$ cat config.mk
export PLATFORM = sky130hd
export DESIGN_NAME = fetch_sequencer
export DESIGN_NICKNAME = d
export VERILOG_FILES = /design/src/rtl/cpu_pkg.sv /design/src/rtl/fetch_size_decode.sv /design/src/rtl/fetch_sequencer.sv
export SDC_FILE = /design/constraint.sdc
export NUM_CORES = 1
export LEC_CHECK = 0
export CORE_ASPECT_RATIO = 0.5
export CORE_MARGIN = 10
export CORE_UTILIZATION = 48
export CTS_BUF_LIST = sky130_fd_sc_hd__clkbuf_16
export DETAILED_ROUTE_END_ITERATION = 7
export HOLD_SLACK_MARGIN = 0.03
export PLACE_DENSITY = 0.8
export SYNTH_ARGS = -nofsm -noshare
export SYNTH_HDL_FRONTEND = slang
export SYNTH_SLANG_ARGS = --single-unit
$ cat constraint.sdc
create_clock -name clk -period 3.5 [get_ports clk]
set_input_delay 0.7 -clock clk [delete_from_list [all_inputs] [get_ports clk]]
set_output_delay 0.7 -clock clk [all_outputs]
set_load 0.02 [all_outputs]
$ cat src/rtl/cpu_pkg.sv
// Shared fetch definitions: FSM states, instruction size encodings, opcode size field.
package cpu_pkg;

  typedef enum logic [1:0] {
    FETCH   = 2'd0,
    WAIT    = 2'd1,
    ISSUE   = 2'd2,
    ADVANCE = 2'd3
  } fetch_state_e;

  localparam logic [1:0] SIZE_1 = 2'd1;
  localparam logic [1:0] SIZE_2 = 2'd2;
  localparam logic [1:0] SIZE_3 = 2'd3;

  // Instruction length lives in opcode[7:6].
  localparam int OPC_SIZE_HI = 7;
  localparam int OPC_SIZE_LO = 6;

  // 00 -> 1 byte, 01 -> 2 bytes, 10 -> 3 bytes, 11 -> 1 byte.
  function automatic logic [1:0] instr_size_from_opcode(input logic [7:0] opc);
    logic [1:0] fld;
    fld = opc[OPC_SIZE_HI:OPC_SIZE_LO];
    case (fld)
      2'b00:   return SIZE_1;
      2'b01:   return SIZE_2;
      2'b10:   return SIZE_3;
      default: return SIZE_1;
    endcase
  endfunction

endpackage

$ cat src/rtl/fetch_size_decode.sv
// Combinational opcode -> instruction size (1..3).
module fetch_size_decode
  import cpu_pkg::*;
(
  input  logic [7:0] opcode,
  output logic [1:0] size
);

  assign size = instr_size_from_opcode(opcode);

endmodule

$ cat src/rtl/fetch_sequencer.sv
// Instruction-fetch sequencer: reads 1..3 opcode bytes at pc, hands them to
// decode over valid/ready, then releases the PC for exactly one step.
// Optional perf counters (instr_count, stall_cycles) with FETCH_PERF_CNT_EN.
module fetch_sequencer
  import cpu_pkg::*;
#(
  parameter int ADDR_WIDTH = 8,
  parameter int DATA_WIDTH = 8
) (
  input  logic                  clk,
  input  logic                  rst,
  input  logic [ADDR_WIDTH-1:0] pc,
  output logic                  adv,
  output logic                  jump_en,
  output logic [ADDR_WIDTH-1:0] jump_addr,
  output logic [1:0]            instr_size,
  output logic                  mem_rd,
  output logic [ADDR_WIDTH-1:0] mem_addr,
  input  logic [DATA_WIDTH-1:0] mem_rdata,
  input  logic                  mem_ready,
  output logic                  instr_valid,
  input  logic                  instr_ready,
  output logic [DATA_WIDTH-1:0] instr_opcode,
  output logic [DATA_WIDTH-1:0] instr_op1,
  output logic [DATA_WIDTH-1:0] instr_op2,
  input  logic                  jump_req,
  input  logic [ADDR_WIDTH-1:0] jump_target
`ifdef FETCH_PERF_CNT_EN
  ,
  output logic [15:0]           instr_count,
  output logic [15:0]           stall_cycles
`endif
);

  fetch_state_e state;
  logic [1:0]   idx;
  logic [1:0]   dec_size;
  logic [1:0]   cur_size;

  fetch_size_decode u_size (
    .opcode (mem_rdata),
    .size   (dec_size)
  );

  // Byte 0 defines the length; later bytes use the size already latched.
  assign cur_size = (idx == 2'd0) ? dec_size : instr_size;

  // Main FSM. mem_rd is raised on entry to FETCH so a read goes out in the
  // first FETCH cycle; mem_addr for the post-ADVANCE fetch is computed from the
  // same next-PC rule program_counter applies on that edge. Out of reset,
  // FETCH spends one cycle priming the strobe from the live pc.
  always_ff @(posedge clk) begin
    if (rst) begin
      state        <= FETCH;
      idx          <= 2'd0;
      adv          <= 1'b1;
      jump_en      <= 1'b0;
      jump_addr    <= '0;
      instr_size   <= SIZE_1;
      mem_rd       <= 1'b0;
      mem_addr     <= '0;
      instr_valid  <= 1'b0;
      instr_opcode <= '0;
      instr_op1    <= '0;
      instr_op2    <= '0;
    end else begin
      case (state)
        FETCH: begin
          if (mem_rd) begin
            mem_rd <= 1'b0;
            state  <= WAIT;
          end else begin
            mem_rd   <= 1'b1;
            mem_addr <= pc + ADDR_WIDTH'(idx);
          end
        end
        WAIT: begin
          if (mem_ready) begin
            case (idx)
              2'd0: begin
                instr_opcode <= mem_rdata;
                instr_op1    <= '0;
                instr_op2    <= '0;
                instr_size   <= dec_size;
              end
              2'd1:    instr_op1 <= mem_rdata;
              default: instr_op2 <= mem_rdata;
            endcase
            if (({1'b0, idx} + 3'd1) < {1'b0, cur_size}) begin
              idx      <= idx + 2'd1;
              mem_rd   <= 1'b1;
              mem_addr <= mem_addr + ADDR_WIDTH'(1);
              state    <= FETCH;
            end else begin
              instr_valid <= 1'b1;
              state       <= ISSUE;
            end
          end
        end
        ISSUE: begin
          if (instr_ready) begin
            instr_valid <= 1'b0;
            jump_en     <= jump_req;
            jump_addr   <= jump_target;
            adv         <= 1'b0;
            state       <= ADVANCE;
          end
        end
        ADVANCE: begin
          adv      <= 1'b1;
          jump_en  <= 1'b0;
          idx      <= 2'd0;
          mem_rd   <= 1'b1;
          mem_addr <= jump_en ? jump_addr : pc + ADDR_WIDTH'(instr_size);
          state    <= FETCH;
        end
        default: state <= FETCH;
      endcase
    end
  end

`ifdef FETCH_PERF_CNT_EN
  // Saturating handshake and stall counters.
  always_ff @(posedge clk) begin
    if (rst) begin
      instr_count  <= '0;
      stall_cycles <= '0;
    end else begin
      if (state == ISSUE && instr_ready && instr_count != 16'hFFFF)
        instr_count <= instr_count + 16'd1;
      if (((state == WAIT && !mem_ready) || (state == ISSUE && !instr_ready))
          && stall_cycles != 16'hFFFF)
        stall_cycles <= stall_cycles + 16'd1;
    end
  end
`endif

endmodule

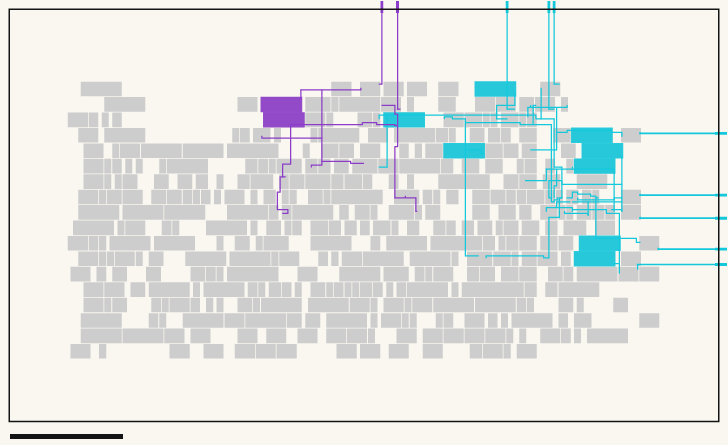
Run 1: wires at chosen ports, followed through buffers
Bar = 20 µm.
| port | colour | bits | direction | end cells | buffers | wire |
|---|---|---|---|---|---|---|
| `mem_addr` | cyan | 8 | output | 8 | 8 | 455 µm |
| `instr_size` | purple | 2 | output | 2 | 2 | 145 µm |

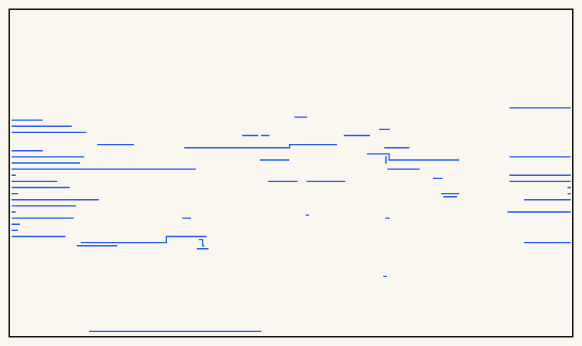
Run 1: M3 wires
nets with wire on the layer: 45
share of all routed wire: 6.4%

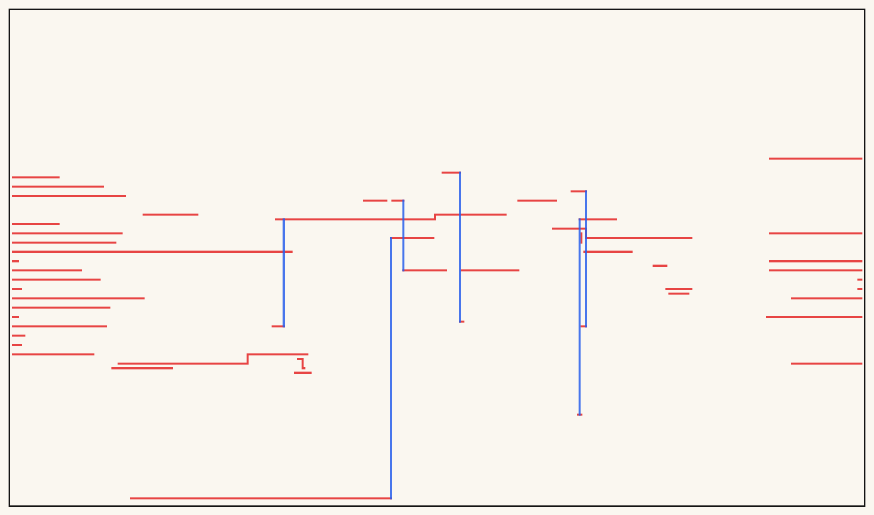
Run 1: routed metal, one colour a layer
Only two layers are drawn.
| layer | colour | wire length |
|---|---|---|
| met4 | blue | 134 µm |
| met3 | red | 493 µm |

==> run 1: final timing paths <==
kind                            slack (ps)                      start                   endpoint  cells after the start
worst min-delay path                   450  instr_op2[4]$_SDFFE_PP0P_  instr_op2[4]$_SDFFE_PP0P_                      2
worst min register to register         450  instr_op2[4]$_SDFFE_PP0P_  instr_op2[4]$_SDFFE_PP0P_                      2
worst max-delay path                   290               mem_rdata[7]   mem_addr[3]$_SDFFE_PP0P_                     11
worst max register to register         460        idx[0]$_SDFFE_PP0P_   mem_addr[3]$_SDFFE_PP0P_                      9
==> run 1: stage by stage <==
| stage | std cells | power, mW | setup WS (ps) | area [µm²] | hold slack (ps) |
|---|---|---|---|---|---|
| 3_3_place_gp | 447 | 1.15 | 226 | 3390 | 441 |
| 5_1_grt | 455 | 1.80 | 121 | 3550 | 472 |
| 3_5_place_dp | 447 | 1.18 | 50.1 | 3390 | 445 |
| 4_1_cts | 455 | 1.73 | 318 | 3550 | 454 |
| 6_report | 455 | 1.72 | 293 | 3550 | 452 |
| 2_1_floorplan | 320 | 0.992 | 842 | 2640 | 528 |
==> run 1: worst max-delay path: cells and delay by family <==
family,cells,cell delay [ps]
AND/OR/NAND/NOR,3,340
adder cells (fa/ha/maj),2,720
buffers and inverters,2,570
AND-OR/OR-AND,4,1050
==> run 1: report_power, final <==
part           switching [mW]  internal (mW)  leakage [nW]
Combinational           0.252          0.220         0.780
Sequential             0.0767          0.618         0.406
Clock                   0.215          0.338        0.0818
Total                   0.544           1.18          1.27
==> run 1: kinds of logic after synthesis <==
family,count (synthesis),synth area share (%)
simple gates,127,23.7
compound gates,78,18.9
flops,50,38.0
buf+inv,32,5.55
xor+xnor,15,4.98
fa+ha+maj,12,6.55
mux,6,2.33
==> results.py, run 1 <==
# Metrics from the implementation run
metrics = {
    "sta": {
        "worst_pin_slew_ps": 647,
        "finalCriticalPeriod_ps": 3210,
        "skew_ps": 6.36,
        "slew_headroom_pct": 56.8,
        "period_used_pct": 91.6,
        "tns_ps": 0,
        "setup_viol": 0,
        "slew_viol_final": 0,
        "fmax_mhz": 312,
        "hold_viol": 0,
        "rsz0062_at_grt": "false",
    },
    "die": {
        "fp_util_pct": 51.6,
        "die_h_um": 72.4,
        "fp.coreArea_mm2": 0.00511,
        "top_level_ports": 75,
        "dieArea_mm2": 0.00904,
        "taps": 70,
        "rows": 18,
        "die_x_um": 125,
    },
    "finish": {
        "num_antenna_cells": 0,
        "clock_buffer_count": 5,
        "area_growth_pct": 34.8,
        "sh_comb_area_pct": 41.9,
        "layout.nets": 425,
        "ff_count": 50,
        "drive_gt1_share_pct": 4.42,
        "layout_top_cell": "clkdlybuf4s50_1",
        "final-comb-area_mm2": 0.00149,
        "regArea_mm2": 0.00100,
        "comb_cells": 238,
        "clockNetworkAreaShare_pct": 4.72,
        "buffers": 77,
        "fin_util_pct": 69.5,
        "seq_area_share_pct": 28.2,
        "inv_count": 12,
        "largestClassByArea": "combinational gates",
        "final_cell_mix": "74 x clkdlybuf4s50_1, 50 x dfxtp_1, 46 x nand2_1, 33 x a21oi_1, 30 x nor2_1",
        "buffer_area_share_pct": 21.5,
        "fill_cells": 405,
    },
    "hold_path": {
        "hold_class": "register to register",
    },
    "global_route": {
        "grt_max_degree": 28,
        "grt_util_met3_pct": 4.93,
        "grt_antenna_before_repair": 0,
        "grt_pass1_wl_um": 12800,
        "grt_pass1_vias": 2568,
        "grt_overflow": 0,
        "grt_util_met1_pct": 18.3,
        "busiest_layer": "met2",
        "track_usage_pct": 16.8,
        "met2_usage_pct": 30.8,
    },
    "critical_path": {
        "worstSetupPathType": "input pin to register",
        "crit_chain": "clkdlybuf4s50_1 -> inv_1 -> ha_1 -> nand2_1 -> o21ai_0 -> fa_1 -> nand2b_1 -> o21ai_0 -> o21a_2 -> nor2_1 -> a311oi_1",
        "cp_max_fo": 15,
        "worstPathRequired_ps": 3680,
        "critPathMaxStageDelay_ps": 500,
        "crit_top_cell": "o21ai_0",
        "cp_slowest_cell": "clkdlybuf4s50_1",
        "crit_path_end_kind": "register",
        "cp.arrival_ps": 3390,
        "startpoint_type": "input pin",
    },
    "clock_network": {
        "cts.reportedPaths.clkPinSlew_ps": 70,
        "insertion_delay_ps": 290,
        "numCtsBuffers": 5,
        "cts_repair_resize_count": 0,
        "cts_setup_buffers": 0,
        "cts_buffer_depth": 2,
        "cts_root_buf": "clkbuf_16",
        "cts_hold_buf": 0,
        "cts_num_sinks": 50,
        "cts_tree": "done",
        "htreeDepth": 2,
    },
    "drt": {
        "drtIter0Drc": 199,
        "met2_length_um": 3850,
        "routedWlPerCell_um": 16.8,
        "wirelength_um": 7650,
        "detail_route.wirelength.met1_um": 3180,
        "drcViolationCount": 0,
        "routed.top_layer": "met4",
        "num_vias": 2502,
        "ant_nets": 0,
        "viasPerCell": 5.50,
        "wl_met3_um": 492,
        "firstDrtPassIters": 5,
    },
    "synthesis": {
        "yosysTopAreaCell": "dfxtp_1",
        "ys_async_sr_fraction_pct": 0,
        "synth_warnings": 0,
        "top_cells_by_count": "50 x dfxtp_1, 46 x nand2_1, 33 x a21oi_1, 30 x nor2_1, 12 x inv_1",
        "yosysSeqAreaShare_pct": 38.0,
        "syn_nets": 361,
        "yosysTopAreaCellShare_pct": 38.0,
        "synthFlopType": "dfxtp_1",
        "yosysUniqueCellTypes": 48,
        "edf_count": 0,
        "syn_area_per_cell_um2": 8.24,
        "most_common_cell": "dfxtp_1",
        "syn-cell-area_mm2": 0.00264,
        "synth_flops": 50,
        "top_cells_by_area": "dfxtp_1 38%, nand2_1 6.5%, a21oi_1 6.3%",
        "yosysChipArea_mm2": 0.00264,
        "synth_stat.cells": 320,
        "postSynthCellCount": 320,
    },
    "pwr": {
        "ir_drop_uv": 258,
        "powerDensity_mw_per_mm2": 484,
        "p_leak_nw": 1.27,
    },
    "place": {
        "io_buffers": 74,
        "hpwl_um": 5690,
        "gp_congestion": 0.902,
    },
    "run": {
        "cap_violations": 0,
        "warning_count": 28,
    },
    "outcome": {
        "status": "complete, no violations",
    },
}
Run 1, track usage over the die:
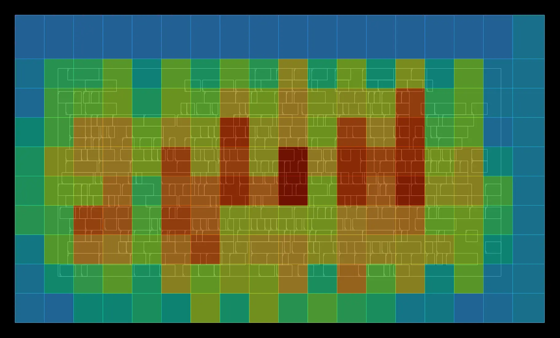

## Run 2: what changed since run 1
- clock period: 3.5 -> 3.31 ns (I/O delays scaled with it)
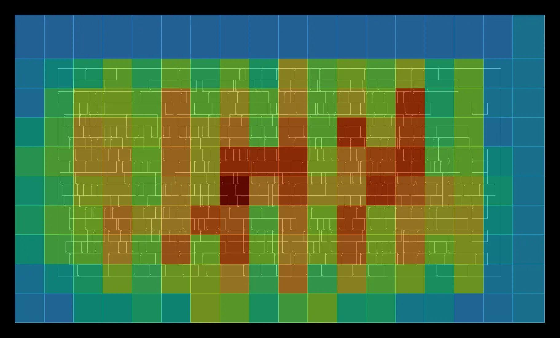
Run 2: track usage over the die
GR Util met2: 30.2%
WL/cell: 16.2 µm
GRT Util Overall: 16.1%

==> results.py, run 2 <==
# Metrics from the implementation run
metrics = {
    "outcome": {
        "status": "complete, no violations",
    },
    "die": {
        "top_level_ports": 75,
        "die_h_um": 72.4,
        "dieArea_mm2": 0.00904,
    },
    "place": {
        "placed_area_mm2": 0.00339,
        "placedCellCount": 448,
        "gp_congestion": 0.877,
        "place_ws_ps": -93.4,
    },
    "clock_network": {
        "insertion_delay_ps": 290,
        "cts_hold_buf": 0,
    },
    "critical_path": {
        "crit_top_cell": "o21ai_0",
        "cp.arrival_ps": 3320,
        "critPathMaxStageDelay_ps": 500,
        "worstPathRequired_ps": 3490,
        "cp_max_fo": 15,
        "r2r_cells": 9,
        "cp_slowest_cell": "clkdlybuf4s50_1",
    },
    "sta": {
        "setup_ws_ps": 171,
        "finalCriticalPeriod_ps": 3140,
        "slew_headroom_pct": 56.2,
        "period_used_pct": 94.8,
        "fmax_mhz": 319,
        "skew_ps": 4.42,
        "rsz0062_at_grt": "false",
        "hold_viol": 0,
        "setup_viol": 0,
        "worst_pin_slew_ps": 655,
        "slew_viol_final": 0,
    },
    "pwr": {
        "powerDensity_mw_per_mm2": 491,
        "seqPwrFrac_pct": 42.2,
        "combPwrFrac_pct": 28.4,
        "p_leak_nw": 1.27,
        "intPower_mw": 1.17,
        "ir_drop_uv": 273,
    },
    "global_route": {
        "grt_max_degree": 41,
        "grt_antenna_before_repair": 0,
        "grt_pass1_vias": 2582,
        "grt_util_met3_pct": 4.93,
        "grt_util_met1_pct": 17.2,
        "busiest_layer": "met2",
    },
    "finish": {
        "final-comb-area_mm2": 0.00149,
        "num_antenna_cells": 0,
        "fin_util_pct": 69.2,
        "fill_cells": 430,
    },
    "drt": {
        "num_vias": 2481,
        "wirelength_um": 7380,
        "drcViolationCount": 0,
        "drtIter0Drc": 178,
        "wl_met3_um": 481,
        "routed.top_layer": "met4",
        "firstDrtPassIters": 5,
    },
    "synthesis": {
        "top_cells_by_count": "50 x dfxtp_1, 46 x nand2_1, 33 x a21oi_1, 30 x nor2_1, 12 x inv_1",
        "syn_area_per_cell_um2": 8.24,
        "synth_stat.cells": 320,
        "yosysUniqueCellTypes": 48,
        "yosysSeqAreaShare_pct": 38.0,
        "top_cells_by_area": "dfxtp_1 38%, nand2_1 6.5%, a21oi_1 6.3%",
        "synth_flops": 50,
        "yosysTopAreaCellShare_pct": 38.0,
        "yosysChipArea_mm2": 0.00264,
        "simple_gate_share_pct": 23.7,
        "ys_async_sr_fraction_pct": 0,
    },
    "run": {
        "warning_count": 28,
        "cap_violations": 0,
    },
}
run 2: cell counts after synthesis:
Identical to the previous run, type by type.
run 2: power by group through the flow:
| stage | clock (mW) | sequential (mW) | combinational, mW |
|---|---|---|---|
| finish | 0.509 | 0.733 | 0.493 |
| global placement | 0 | 0.741 | 0.480 |
| global route | 0.548 | 0.740 | 0.545 |
| CTS | 0.516 | 0.730 | 0.498 |
| detailed placement | 0 | 0.744 | 0.493 |
| floorplan | 0 | 0.772 | 0.277 |
run 2: worst register-to-register path: stages, from the launching register on:
cell and delay [ps]:
dfxtp_1 480, inv_1 120, ha_1 350, o21ai_0 320, fa_1 490, nor2b_1 150
o21ai_0 220, o21a_2 360, nor2_1 90, a311oi_1 310
run 2: path summary, 6_finish.rpt:
path                                                start                        end  slack (ps)
worst max-delay path                         mem_rdata[7]   mem_addr[3]$_SDFFE_PP0P_         170
worst min-delay path            instr_op2[4]$_SDFFE_PP0P_  instr_op2[4]$_SDFFE_PP0P_         450
worst max register to register        idx[0]$_SDFFE_PP0P_   mem_addr[3]$_SDFFE_PP0P_         310
worst min register to register  instr_op2[4]$_SDFFE_PP0P_  instr_op2[4]$_SDFFE_PP0P_         450
run 2: final cells by class:
| type | instances | share of cell area (%) |
|---|---|---|
| tap | 70 | 2.48 |
| multi-input combinational | 238 | 42.1 |
| inverter | 12 | 1.27 |
| clock inverter | 3 | 0.531 |
| timing repair buffer | 78 | 21.8 |
| sequential | 50 | 28.3 |
| clock buffer | 5 | 3.54 |
run 2: cell families (layout without fill, tap and decap cells):
kind of cell,Yosys count,count (layout)
muxes,6,6
DFF,50,50
buffers and inverters,32,98
AOI/OAI and AO/OA,78,78
adders and majority gates,12,12
xor gates and xnor gates,15,15
and+or+nand+nor,127,127
Power figures rest on the tool's default switching activity, not on a simulated workload.
